[config.mk]
export PLATFORM = sky130hd
export DESIGN_NAME = control_unit
export DESIGN_NICKNAME = d
export VERILOG_FILES = /design/src/rtl/cpu_pkg.sv /design/src/rtl/instr_decode.sv /design/src/rtl/control_unit.sv
export SDC_FILE = /design/constraint.sdc
export NUM_CORES = 1
export LEC_CHECK = 0
export ABC_AREA = 1
export CAP_MARGIN = 15
export CELL_PAD_IN_SITES_DETAIL_PLACEMENT = 1
export CELL_PAD_IN_SITES_GLOBAL_PLACEMENT = 2
export CORE_ASPECT_RATIO = 2
export CORE_MARGIN = 3
export CORE_UTILIZATION = 29
export CTS_CLUSTER_SIZE = 8
export DETAILED_ROUTE_END_ITERATION = 10
export PLACE_DENSITY = 0.9
export SYNTH_ARGS = -nofsm -noshare
export SYNTH_HDL_FRONTEND = slang
export SYNTH_SLANG_ARGS = --single-unit
export TNS_END_PERCENT = 100
[constraint.sdc]
create_clock -name clk -period 2.1 [get_ports clk]
set_clock_uncertainty 0.05 [all_clocks]
set_input_delay 0.42 -clock clk [delete_from_list [all_inputs] [get_ports clk]]
set_output_delay 0.42 -clock clk [all_outputs]
set_load 0.01 [all_outputs]
[src/rtl/cpu_pkg.sv]
// cpu_pkg: shared opcodes, ALU/PC codes, FSM states and instruction field positions.
package cpu_pkg;
  localparam int OPC_MSB = 15;
  localparam int OPC_LSB = 12;
  localparam int RD_MSB  = 11;
  localparam int RD_LSB  = 10;
  localparam int RS_MSB  = 9;
  localparam int RS_LSB  = 8;
  localparam int IMM_MSB = 7;
  localparam int IMM_LSB = 0;
  localparam logic [3:0] OP_NOP  = 4'h0;
  localparam logic [3:0] OP_MOV  = 4'h1;
  localparam logic [3:0] OP_MVI  = 4'h2;
  localparam logic [3:0] OP_ADD  = 4'h3;
  localparam logic [3:0] OP_ADI  = 4'h4;
  localparam logic [3:0] OP_SUB  = 4'h5;
  localparam logic [3:0] OP_SUI  = 4'h6;
  localparam logic [3:0] OP_AND  = 4'h7;
  localparam logic [3:0] OP_OR   = 4'h8;
  localparam logic [3:0] OP_JMP  = 4'h9;
  localparam logic [3:0] OP_JZ   = 4'hA;
  localparam logic [3:0] OP_HALT = 4'hF;
  localparam logic [2:0] ALU_PASS = 3'b000;
  localparam logic [2:0] ALU_ADD  = 3'b001;
  localparam logic [2:0] ALU_SUB  = 3'b010;
  localparam logic [2:0] ALU_AND  = 3'b011;
  localparam logic [2:0] ALU_OR   = 3'b100;
  localparam logic [1:0] PC_HOLD = 2'b00;
  localparam logic [1:0] PC_INC  = 2'b01;
  localparam logic [1:0] PC_LOAD = 2'b10;
  typedef enum logic [2:0] {
    ST_IDLE, ST_FETCH, ST_DECODE, ST_EXEC, ST_WAIT, ST_NEXT, ST_HALT, ST_ERR
  } state_t;
  function automatic logic [3:0] onehot(input logic [1:0] sel);
    return 4'b0001 << sel;
  endfunction
endpackage

[src/rtl/instr_decode.sv]
// instr_decode: combinational opcode decode into ALU controls and instruction class flags.
module instr_decode
  import cpu_pkg::*;
(
  input  logic [3:0] opcode,
  output logic [2:0] alu_func,
  output logic       alu_in_sel,
  output logic       is_alu,
  output logic       is_jmp,
  output logic       is_jz,
  output logic       is_halt
);
  always_comb begin
    alu_func   = ALU_PASS;
    alu_in_sel = 1'b0;
    is_alu     = 1'b0;
    is_jmp     = 1'b0;
    is_jz      = 1'b0;
    is_halt    = 1'b0;
    case (opcode)
      OP_MOV:  is_alu = 1'b1;
      OP_MVI:  begin is_alu = 1'b1; alu_in_sel = 1'b1; end
      OP_ADD:  begin is_alu = 1'b1; alu_func = ALU_ADD; end
      OP_ADI:  begin is_alu = 1'b1; alu_func = ALU_ADD; alu_in_sel = 1'b1; end
      OP_SUB:  begin is_alu = 1'b1; alu_func = ALU_SUB; end
      OP_SUI:  begin is_alu = 1'b1; alu_func = ALU_SUB; alu_in_sel = 1'b1; end
      OP_AND:  begin is_alu = 1'b1; alu_func = ALU_AND; end
      OP_OR:   begin is_alu = 1'b1; alu_func = ALU_OR; end
      OP_JMP:  is_jmp = 1'b1;
      OP_JZ:   is_jz = 1'b1;
      OP_HALT: is_halt = 1'b1;
      OP_NOP:  ;
      default: ; // opcodes B-E behave as NOP
    endcase
  end
endmodule

[src/rtl/control_unit.sv]
// control_unit: fetch/decode/execute sequencer driving the datapath handshake and PC update.
module control_unit
  import cpu_pkg::*;
#(
  parameter int WD_LIMIT = 15
) (
  input  logic        clk,
  input  logic        rst,
  input  logic        start,
  input  logic [15:0] ir,
  input  logic        dp_done,
  input  logic        alu_zero,
  output logic        en_pc_pulse,
  output logic [1:0]  pc_ctrl,
  output logic [7:0]  offset_addr,
  output logic [7:0]  offset,
  output logic        en_in,
  output logic [3:0]  reg_en,
  output logic        alu_in_sel,
  output logic [2:0]  alu_func,
  output logic [1:0]  rd,
  output logic [1:0]  rs,
  output logic        halted,
  output logic        err
);
  localparam int CW = $clog2(WD_LIMIT + 1);
  state_t         state, state_nx;
  logic [15:0]    ir_q;
  logic           is_jmp_q, is_jz_q, z;
  logic [CW-1:0]  wd;
  logic           wd_hit;
  logic [2:0]     dec_func;
  logic           dec_sel, dec_alu, dec_jmp, dec_jz, dec_halt;

  instr_decode u_dec (
    .opcode     (ir_q[OPC_MSB:OPC_LSB]),
    .alu_func   (dec_func),
    .alu_in_sel (dec_sel),
    .is_alu     (dec_alu),
    .is_jmp     (dec_jmp),
    .is_jz      (dec_jz),
    .is_halt    (dec_halt)
  );

  assign wd_hit = wd == CW'(WD_LIMIT - 1);

  always_ff @(posedge clk or negedge rst)
    if (!rst) state <= ST_IDLE;
    else      state <= state_nx;

  // dp_done wins over the watchdog in the final WAIT cycle
  always_comb begin
    state_nx = state;
    case (state)
      ST_IDLE:   state_nx = start ? ST_FETCH : ST_IDLE;
      ST_FETCH:  state_nx = ST_DECODE;
      ST_DECODE: state_nx = dec_halt ? ST_HALT : dec_alu ? ST_EXEC : ST_NEXT;
      ST_EXEC:   state_nx = ST_WAIT;
      ST_WAIT:   state_nx = dp_done ? ST_NEXT : wd_hit ? ST_ERR : ST_WAIT;
      ST_NEXT:   state_nx = ST_FETCH;
      default:   state_nx = state;
    endcase
    en_in       = state == ST_EXEC;
    en_pc_pulse = state == ST_NEXT;
    pc_ctrl     = state != ST_NEXT ? PC_HOLD : (is_jmp_q || (is_jz_q && z)) ? PC_LOAD : PC_INC;
    reg_en      = (state == ST_DECODE && dec_alu) ? onehot(ir_q[RD_MSB:RD_LSB]) :
                  (state == ST_EXEC || state == ST_WAIT) ? onehot(rd) : 4'b0000;
    halted      = state == ST_HALT;
    err         = state == ST_ERR;
  end

  always_ff @(posedge clk or negedge rst)
    if (!rst) begin
      ir_q        <= '0;
      rd          <= '0;
      rs          <= '0;
      alu_func    <= ALU_PASS;
      alu_in_sel  <= 1'b0;
      offset      <= '0;
      offset_addr <= '0;
      is_jmp_q    <= 1'b0;
      is_jz_q     <= 1'b0;
      z           <= 1'b0;
      wd          <= '0;
    end else begin
      if (state == ST_FETCH) ir_q <= ir;
      if (state == ST_DECODE) begin
        rd          <= ir_q[RD_MSB:RD_LSB];
        rs          <= ir_q[RS_MSB:RS_LSB];
        alu_func    <= dec_func;
        alu_in_sel  <= dec_sel;
        offset      <= ir_q[IMM_MSB:IMM_LSB];
        offset_addr <= ir_q[IMM_MSB:IMM_LSB];
        is_jmp_q    <= dec_jmp;
        is_jz_q     <= dec_jz;
      end
      if (state == ST_EXEC) wd <= '0;
      else if (state == ST_WAIT && !dp_done) wd <= wd + 1'b1;
      if (state == ST_WAIT && dp_done) z <= alu_zero;
    end
endmodule
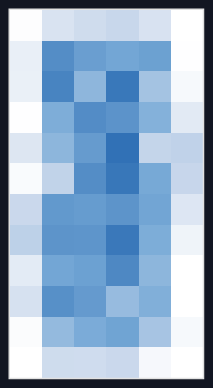
(run_1/density.png)
(3 px per µm) 6 x 12 tiles, from white (low) to dark blue (high), 0 to 100% covered.
The emptiest ninth of the die: lower right. The densest ninth of the die: centre. 13% of the tiles are nearly empty. The fullest tile reaches 74%. The mean over all tiles is 35%.
final cell utilization of the core: 44.0%
effective utilization at floorplan: 30.5%
core box area: 6460 µm²

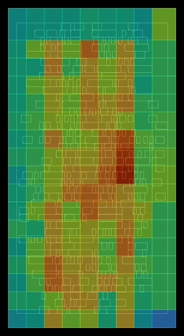
(run_1/final_congestion.png)
met1 Usage GRT: 12.6%
final routed wire length divided by cell count: 14.0 µm
overall global routing resource usage: 14.8%
global-route track usage on met2: 30.7%
met3 global-route usage: 2.93%

==> impl_summary.log, run 1 <==
[report] implementation figures
[metrics] uppermost layer routed: met4
[metrics] number of hold buffers added after cts: 0
[metrics] run status: completed
[metrics] CTS buffer count: 5
[metrics] clock slew at reported path FFs: 0.06 ns
[metrics] final net count: 325
[metrics] reg2reg setup slack: 0.68 ns
[metrics] maximum clock rate: 0.506 GHz
[metrics] routed wl met3: 160 µm
[metrics] met1 wire length: 1730 µm
[metrics] Period Utilization, post-route: 94.1%
[metrics] startpoint class of the critical path: flip-flop
[metrics] sequential area share after synthesis: 53.3%
[metrics] Yosys warning count: 0
[metrics] count of instantiated cells in the yosys netlist: 239
[metrics] internal cell power: 2.83 mW
[metrics] worst slack at placement: -0.0262 ns
[metrics] global-route wire length before repair: 8800 µm
[metrics] path class of the lowest-slack min-delay path: input pin to asynchronous set/reset pin
[metrics] TritonCTS clock tree: done
[metrics] fill cell instance count of the final layout: 803
[metrics] number of max-slew violations in the final report: 0
[metrics] PnR Total Power: 4.50 mW
[metrics] final period demand of the worst path: 1.98 ns
[metrics] synthesized area per cell: 8.25 µm²
[metrics] kind of capture point of the worst setup path: output pin
[metrics] count of input and output buffers: 54
[metrics] top cells by area in the synthesized netlist: sky130_fd_sc_hd__dfrtp_1 53%, sky130_fd_sc_hd__nand2_1 11%, sky130_fd_sc_hd__o21ai_0 5.8%, sky130_fd_sc_hd__nor2_1 5.5%, sky130_fd_sc_hd__nand3_1 4.8%
[metrics] count of endpoints failing setup in the final report: 0
[metrics] antenna violations before repair: 0
[metrics] measured slew at the worst slew-check pin: 0.546 ns
[metrics] CP Data Arrival Time: 1.51 ns
[metrics] clk root buf: sky130_fd_sc_hd__clkbuf_16
[metrics] cell chain of the critical path: inv_1 > nor2_2 > nand3_2 > nand2_2 > nand2_4 > o21ai_1 > clkdlybuf4s15_2
[metrics] Switching Fraction: 37.2%
[metrics] iteration-0 DRC count of the detailed router: 42
[metrics] total die size: 7880 µm²
[metrics] clk sink count: 42
[metrics] total length of routed wires: 5430 µm
[metrics] final weighted congestion of routability-driven global placement: 0.775
[metrics] number of cells produced by synthesis: 239
[metrics] via-per-instance ratio: 4.57
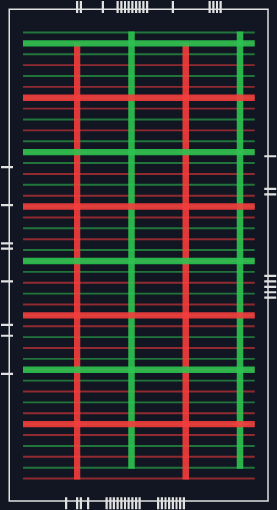
(run_1/pdn.png)
(4 px per µm) Pins as bars on the die edge.
Key: green = VDD; red = VSS
42 met1 rails follow the rows. 8 straps on met5. The core has 41 rows.
die span in x: 64.3 µm
DIE HEIGHT: 123 µm
maximum vdd drop: 729 µV

-- run 1: logic make-up (layout without fill, tap and decap cells) --
family          after synthesis  in the layout  synth area share, %
compound gates               42             42                 10.9
simple gates                112            112                 23.9
fa+ha+maj                     2              2                 1.27
buf+inv                      41            105                 10.7
flops                        42             42                 53.3
-- run 1: final timing paths --
path / startpoint / end / depth (start not counted)
min in group clk: ir_q[8] / rs[0] / 2
max in group asynchronous: rst / state[0] / 2
hold / removal: rst / ir_q[2] / 2
setup / recovery: ir_q[15] / reg_en[0] / 7
setup reg to reg: state[0] / wd[3] / 7
hold reg to reg: ir_q[8] / rs[0] / 2
-- run 1: power by group through the flow --
stage          registers [mW]  logic (mW)  clock network, mW
3_3_place_gp             1.43        1.97                  0
4_1_cts                  1.45        2.05               1.04
5_1_grt                  1.50        2.30               1.07
3_5_place_dp             1.46        2.03                  0
2_1_floorplan            1.47        1.10                  0
6_report                 1.43        2.05               1.02
-- run 1: critical path, delay by kind of cell, from the launching register on --
family,cells,cell delay (ns)
AND/OR/NAND/NOR,4,0.41
flip-flops,1,0.37
buffers and inverters,2,0.32
AND-OR/OR-AND,1,0.12
-- run 1: metal layers --
layer	vias up	track usage (%)
li1	870	-
met3	7	2.93
met5	-	0
met1	876	12.6
met4	0	7.15
met2	25	30.7
-- run 1: final cells by class --
class	count	area [µm²]	share of cell area [%]
clock buffers	6	139	4.89
clock inverters	2	60.1	2.11
well taps	86	108	3.79
repair buffers	70	644	22.7
inverters	27	104	3.65
flip-flops and latches	42	1050	37.0
multi-input cells	156	736	25.9
-- run 1: stage by stage --
step	instance area, µm²	setup TNS, ns
floorplan	1970	0
global placement	2610	0
detailed placement	2610	-0.0736
CTS	2820	0
global route	2840	-0.00433
finish	2840	0
-- run 1: flip-flops by register name, indices dropped and copies added, names as in the netlist --
name	flops
rs	2
alu_in_sel	1
z	1
offset	8
alu_func	3
wd	4
rd	2
is_jmp_q	1
state	3
is_jz_q	1
ir_q	16
-- run 1: synth_stat cells, drive strengths merged --
library cell,instances
o21ai,24
ha,2
nand2,61
a21oi,18
inv,27
nand4,1
nand3,20
nor2,30
buf,14
dfrtp,42
-- run 1: timing repair --
item                                    in CTS  in global routing
pin swaps                                    1                  1
gates resized                               22                 13
endpoints found under the setup margin      10                  5
buffers inserted                             1                  1
==> inputs of run 2 (changes only) <==
--- a/config.mk
+++ b/config.mk
@@ -14,6 +14,7 @@
 export CORE_UTILIZATION = 29
 export CTS_CLUSTER_SIZE = 8
 export DETAILED_ROUTE_END_ITERATION = 10
+export GPL_TIMING_DRIVEN = 0
 export PLACE_DENSITY = 0.9
 export SYNTH_ARGS = -nofsm -noshare
 export SYNTH_HDL_FRONTEND = slang
==> run 2 against run 1 <==
Net effect:
- final area up 2.8%
- clock power fell by 29%
- first-iteration DRC count increased by 26%
- largest cell class unchanged
- flip-flop count is the same
- synthesized cell count unchanged
- critical endpoint is now en_in
- largest power group unchanged
- routed wire length up 11%
- final cell count increased by 2.1%
- fmax decreased by 3.7%
- highest routed layer unchanged
==> impl_summary.log, run 2 <==
[report] implementation figures
[metrics] reg2reg setup slack: 0.70 ns
[metrics] largest registers: ir_q x16, offset x8, wd x4
[metrics] count of input and output buffers: 54
[metrics] final period demand of the worst path: 2.05 ns
[metrics] kind of capture point of the worst setup path: output pin
[metrics] sequential standard cell area: 1060 µm²
[metrics] fill cell instance count of the final layout: 818
[metrics] run status: completed
[metrics] internal cell power: 2.70 mW
[metrics] core box area: 6460 µm²
[metrics] number of cells produced by synthesis: 239
[metrics] RR Startpoint: state[1]
[metrics] Switching Fraction: 40.0%
[metrics] TritonCTS clock tree: done
[metrics] global-route wire length before repair: 9420 µm
[metrics] measured slew at the worst slew-check pin: 0.253 ns
[metrics] CP Data Arrival Time: 1.58 ns
[metrics] die span in x: 64.3 µm
[metrics] most repeated cell in the gate-level netlist after synthesis: sky130_fd_sc_hd__nand2_1
[metrics] DIE HEIGHT: 123 µm
[metrics] capturing instance or port of the critical path: en_in
[metrics] sequential area share after synthesis: 53.3%
[metrics] synthesized area per cell: 8.25 µm²
[metrics] clk root buf: sky130_fd_sc_hd__clkbuf_16
[metrics] async set-reset flop share out of synthesis: 100%
[metrics] Yosys warning count: 0
[metrics] startpoint class of the critical path: flip-flop
[metrics] final net count: 334
[metrics] Post-synth EDFFs: 0
[metrics] number of max-slew violations in the final report: 0
[metrics] start point of the worst min-delay path: ir_q[9]
[metrics] worst setup path startpoint: state[2]
[metrics] total length of routed wires: 6010 µm
[metrics] CTS buffer count: 5
[metrics] final weighted congestion of routability-driven global placement: 0.755
[metrics] effective utilization at floorplan: 30.5%
==> run 2: worst max-delay path, stage by stage (launching register included) <==
cell and delay (ns):
sky130_fd_sc_hd__dfrtp_2 0.44, sky130_fd_sc_hd__inv_4 0.13, sky130_fd_sc_hd__nand3_4 0.13, sky130_fd_sc_hd__inv_1 0.07
sky130_fd_sc_hd__clkdlybuf4s50_1 0.53
==> run 2: kinds of logic (layout without fill, tap and decap cells) <==
family | count (synthesis) | in the layout | synth area share (%)
flip-flops | 42 | 42 | 53.3
AND/OR/NAND/NOR | 112 | 112 | 23.9
adder cells (fa/ha/maj) | 2 | 2 | 1.27
AND-OR/OR-AND | 42 | 42 | 10.9
buffers and inverters | 41 | 113 | 10.7
==> run 2: final cells by class <==
cell class | instances | share of cell area [%]
inverters | 27 | 3.64
flip-flops and latches | 42 | 36.1
well taps | 86 | 3.68
plain buffers | 14 | 3.73
repair buffers | 65 | 21.5
clock buffers | 7 | 4.54
multi-input cells | 156 | 26.8
==> run 2: worst min path at each step <==
stage | end | slack [ns] | cells after the start
final | ir_q[9] | 0.42 | 2
after global routing | ir_q[9] | 0.45 | 2
after CTS | ir_q[8] | 0.42 | 2
after detailed placement | ir_q[1] | 0.25 | 1
after global placement | rs[1] | 0.41 | 2
after floorplan | alu_func[0] | 0.07 | 0
==> run 2: routing by layer <==
| layer | share of wire, % | GRT usage, % | vias to the layer above |
|---|---|---|---|
| met1 | 33 | 14.7 | 897 |
| met5 | 0 | 0 | - |
| met4 | 1.8 | 6.49 | 0 |
| met2 | 63 | 33.2 | 27 |
| li1 | - | - | 888 |
| met3 | 2.2 | 2.84 | 6 |
==> run 2: power groups by stage <==
stage                     combinational, mW  clock [mW]  sequential (mW)
after floorplan                        1.10           0             1.47
after global placement                 2.00           0             1.45
after detailed placement               2.08           0             1.47
after CTS                              2.17       0.745             1.47
after global routing                   2.55       0.777             1.53
final                                  2.29       0.728             1.48
==> run 2: through the flow <==
stage | worst slack [ns] | hold slack (ns)
global placement | -0.557 | 0.405
CTS | -0.0262 | 0.424
global route | -0.0202 | 0.454
finish | 0.0479 | 0.420
floorplan | 0.466 | 0.0744
detailed placement | -0.281 | 0.251
==> run 2: what timing repair did <==
action                                  in CTS  in global routing
endpoints found under the setup margin       9                  6
hold buffers                                 1                  0
pin swaps                                    2                  4
hold endpoints to repair                     8                  0
buffers inserted                             4                  5
gates resized                               32                 17
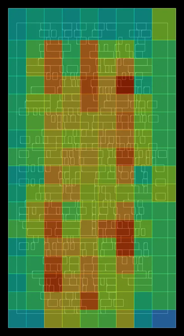
(run_2/final_congestion.png)
final routed wire length divided by cell count: 15.1 µm
global-route track usage on met2: 33.2%
met1 Usage GRT: 14.7%
Most Used Layer, Global Route: met2

No activity file was given, so power comes from the tool's default toggle rates.
